### config.mk
export PLATFORM = sky130hd
export DESIGN_NAME = alu_pipe_cc
export DESIGN_NICKNAME = d
export VERILOG_FILES = /design/src/rtl/alu_pipe_cc.sv
export SDC_FILE = /design/constraint.sdc
export NUM_CORES = 1
export LEC_CHECK = 0
export CELL_PAD_IN_SITES_DETAIL_PLACEMENT = 2
export CELL_PAD_IN_SITES_GLOBAL_PLACEMENT = 2
export CORE_MARGIN = 3
export CORE_UTILIZATION = 35
export DETAILED_ROUTE_END_ITERATION = 8
export PLACE_DENSITY = 0.81
export SLEW_MARGIN = 10
export SYNTH_ARGS = -nofsm -noshare
export SYNTH_HDL_FRONTEND = slang
export SYNTH_SLANG_ARGS = --single-unit
### constraint.sdc
create_clock -name clk -period 5.2 [get_ports clk]
set_clock_uncertainty 0.2 [all_clocks]
set_input_delay 1.04 -clock clk [delete_from_list [all_inputs] [get_ports clk]]
set_output_delay 1.04 -clock clk [all_outputs]
set_load 0.01 [all_outputs]
### src/rtl/alu_pipe_cc.sv
// Two-stage pipelined integer ALU (ADD/SUB/AND/XOR) with valid/ready handshakes
// and an architectural ZF/SF/OF condition-code register updated on retirement.
module alu_pipe_cc #(
  parameter int unsigned WIDTH    = 64,
  parameter logic [2:0]  CC_RESET = 3'b100
) (
  input  logic             clk,
  input  logic             rst_n,
  input  logic             flush,
  input  logic             in_valid,
  output logic             in_ready,
  input  logic [1:0]       in_op,
  input  logic [WIDTH-1:0] in_a,
  input  logic [WIDTH-1:0] in_b,
  input  logic             in_set_cc,
  output logic             out_valid,
  input  logic             out_ready,
  output logic [WIDTH-1:0] out_y,
  output logic             out_of,
  output logic             cc_zf,
  output logic             cc_sf,
  output logic             cc_of
);

  typedef enum logic [1:0] {
    OP_ADD = 2'd0,
    OP_SUB = 2'd1,
    OP_AND = 2'd2,
    OP_XOR = 2'd3
  } op_e;

  logic             s1_valid_q;
  op_e              s1_op_q;
  logic [WIDTH-1:0] s1_a_q;
  logic [WIDTH-1:0] s1_b_q;
  logic             s1_set_cc_q;

  logic             s2_valid_q;
  logic [WIDTH-1:0] s2_y_q;
  logic             s2_of_q;
  logic             s2_set_cc_q;

  logic [2:0]       cc_q;

  logic             s2_adv;
  logic             accept;
  logic             retire;
  logic             is_sub;
  logic [WIDTH-1:0] b_eff;
  logic [WIDTH-1:0] sum;
  logic [WIDTH-1:0] y_d;
  logic             of_d;

  assign s2_adv   = s1_valid_q & (~s2_valid_q | out_ready);
  assign in_ready = ~flush & (~s1_valid_q | s2_adv);
  assign accept   = in_valid & in_ready;
  // A flush cycle never counts as a retirement, even with out_ready high.
  assign retire   = s2_valid_q & out_ready & ~flush;

  // SUB reuses the adder as a + ~b + 1; overflow test then uses the inverted b sign.
  always_comb begin
    is_sub = (s1_op_q == OP_SUB);
    b_eff  = is_sub ? ~s1_b_q : s1_b_q;
    sum    = s1_a_q + b_eff + {{(WIDTH-1){1'b0}}, is_sub};
    y_d    = sum;
    of_d   = 1'b0;
    case (s1_op_q)
      OP_ADD, OP_SUB: begin
        y_d  = sum;
        of_d = (s1_a_q[WIDTH-1] == b_eff[WIDTH-1]) & (sum[WIDTH-1] != s1_a_q[WIDTH-1]);
      end
      OP_AND:  y_d = s1_a_q & s1_b_q;
      OP_XOR:  y_d = s1_a_q ^ s1_b_q;
      default: y_d = sum;
    endcase
  end

  always_ff @(posedge clk or negedge rst_n) begin
    if (!rst_n) begin
      s1_valid_q  <= 1'b0;
      s1_op_q     <= OP_ADD;
      s1_a_q      <= '0;
      s1_b_q      <= '0;
      s1_set_cc_q <= 1'b0;
    end else if (flush) begin
      s1_valid_q  <= 1'b0;
    end else if (accept) begin
      s1_valid_q  <= 1'b1;
      s1_op_q     <= op_e'(in_op);
      s1_a_q      <= in_a;
      s1_b_q      <= in_b;
      s1_set_cc_q <= in_set_cc;
    end else if (s2_adv) begin
      s1_valid_q  <= 1'b0;
    end
  end

  always_ff @(posedge clk or negedge rst_n) begin
    if (!rst_n) begin
      s2_valid_q  <= 1'b0;
      s2_y_q      <= '0;
      s2_of_q     <= 1'b0;
      s2_set_cc_q <= 1'b0;
    end else if (flush) begin
      s2_valid_q  <= 1'b0;
    end else if (s2_adv) begin
      s2_valid_q  <= 1'b1;
      s2_y_q      <= y_d;
      s2_of_q     <= of_d;
      s2_set_cc_q <= s1_set_cc_q;
    end else if (retire) begin
      s2_valid_q  <= 1'b0;
    end
  end

  always_ff @(posedge clk or negedge rst_n) begin
    if (!rst_n) begin
      cc_q <= CC_RESET;
    end else if (retire && s2_set_cc_q) begin
      cc_q <= {(s2_y_q == '0), s2_y_q[WIDTH-1], s2_of_q};
    end
  end

  assign out_valid = s2_valid_q;
  assign out_y     = s2_y_q;
  assign out_of    = s2_of_q;
  assign cc_zf     = cc_q[2];
  assign cc_sf     = cc_q[1];
  assign cc_of     = cc_q[0];

endmodule
clocks.png
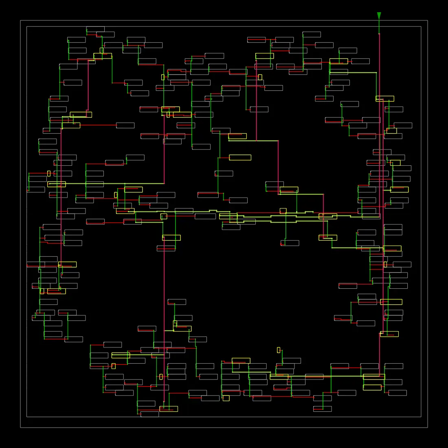
number of sinks on the clock net: 202
clock buf count: 36
total number of sequential cells: 202
number of clock buffers inserted by TritonCTS: 26

==> run notes <==
yosys + openroad results -> clk pwr a little under 0.002 W, Top area cell types dfrtp_1 36%, mux2_2 12%, ha_1 11%, xnor2_1 6.1%, mux2i_1 4.0%, Post-synth seq share 0.357, die area between 40,000 and 50,000 um2, max-cap viol count 0, Plain + repair buffers approximately 220, synthesized-area fraction occupied by xor and xnor cells 0.0743, gate family responsible for the most delay along the worst path AND-OR/OR-AND gates, first-pass GRT wire length 80,200 um, Crit. path cell count 13, heaviest power group combinational cells, proportion of cell area occupied by multi-input gates 0.495, most frequent standard cell in the layout excluding fill and tap cells clkdlybuf4s50_1, proportion of final cell area spent on non-clock buffers 0.124, vias per inst around 5.6, grt met1 use 0.293, worst slack, placed ~0.9 ns, Highest Clock Rate approximately 220 MHz, IR Drop Worst-Case VDD about 220 uV, Post-Synthesis Cells approximately 1,400, initial antenna violation count 1, detailed-routed wire length on met2 ~25,000 um, met3 wire length 2130 um, Final WS setup 0.752 ns, Area-dominant class multi-input combinational cells, RePlAce Congestion between 0.9 and 1, most frequent CP cell o21ai_0, H-tree levels 1, post-route ant nets 0, maximum net fanout on the critical path 27, M2 GR Usage 0.405, Chip Area, Yosys 14,200 um2, Critical Path End Type register, post-synthesis share of cell area spent on full adders, half adders and majority gates 0.113, internal power consumption a little over 0.005 W, reg-to-reg setup timing slack 0.75 ns, initial core utilization 0.355, Sw Ratio 0.424, quantity of hold-fixing buffers added after cts 0, simple logic cell fraction of the synthesized area 0.107, net load switching power 0.00378 W, final design instance area without fill 17,600 um2, source of the critical timing path s1_op_q[1]$_DFFE_PN0P_, asr flop ratio synth 1.00, power density over the cells 507 nW/um2, Multi-input comb cells about 1,100, CTS Root Buffer Type clkbuf_16, Final Max Tran Viols 0, total placed instance area 16,700 um2, Non-clk invs 22, startpoint of the most critical register-to-register path s1_op_q[1]$_DFFE_PN0P_, Worst R2R End out_y[32]$_DFFE_PN0P_, most instantiated library cell after synthesis dfrtp_1, routed wire length per instance between 20 and 25 um, Die Width between 200 and 250 um, category of the most critical setup path reg -> reg, tally of buffers added on design ports about 210, maximum number of buffers from clock root to sink 3, outcome completed, Seq. cell area 5060 um2, RSZ-0062 raised after global routing false, setup bufs post-CTS 0, Area growth, synth to finish 24.4%, fraction of final layout cells with drive strength greater than 1 0.153, cell area after technology mapping about 14,000 um2, final design utilization 0.442, clock transition at the registers of the reported paths around 0.07 ns, Comb area 8720 um2, total routing usage reported by global routing 0.231, largest family of logic cells by area AND-OR/OR-AND gates, overall die height between 200 and 250 um, transition time at the pin with the least slew margin approximately 0.93 ns, worst endpoint data arrival time roughly 4.7 ns, proportion of synthesized area in mux cells 0.158, aoi/oai-family share of the synthesized area 0.162, part of the total power dissipated in combinational logic 0.507, sequential cell fraction of total power 0.277, detailed placer's ending HPWL approximately 37,000 um, Seq area share 0.288, number of enable flip-flop cells 0, GR Overflow Total 0
layer_met3.png
(2 px per um)
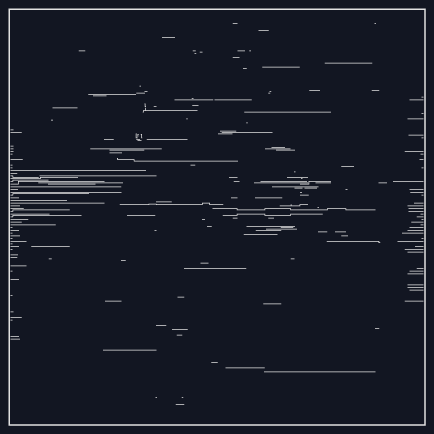
145 nets have wire on it. The wires run mostly horizontal. The layer holds 4.2% of the routed length. The longest straight run is 67.4 um.
met3 capacity usage during global routing: 0.0429
number of vias after detailed routing: 12,000
wirelength, routed: 50,400 um

Power figures rest on the tool's default switching activity, not on a simulated workload.
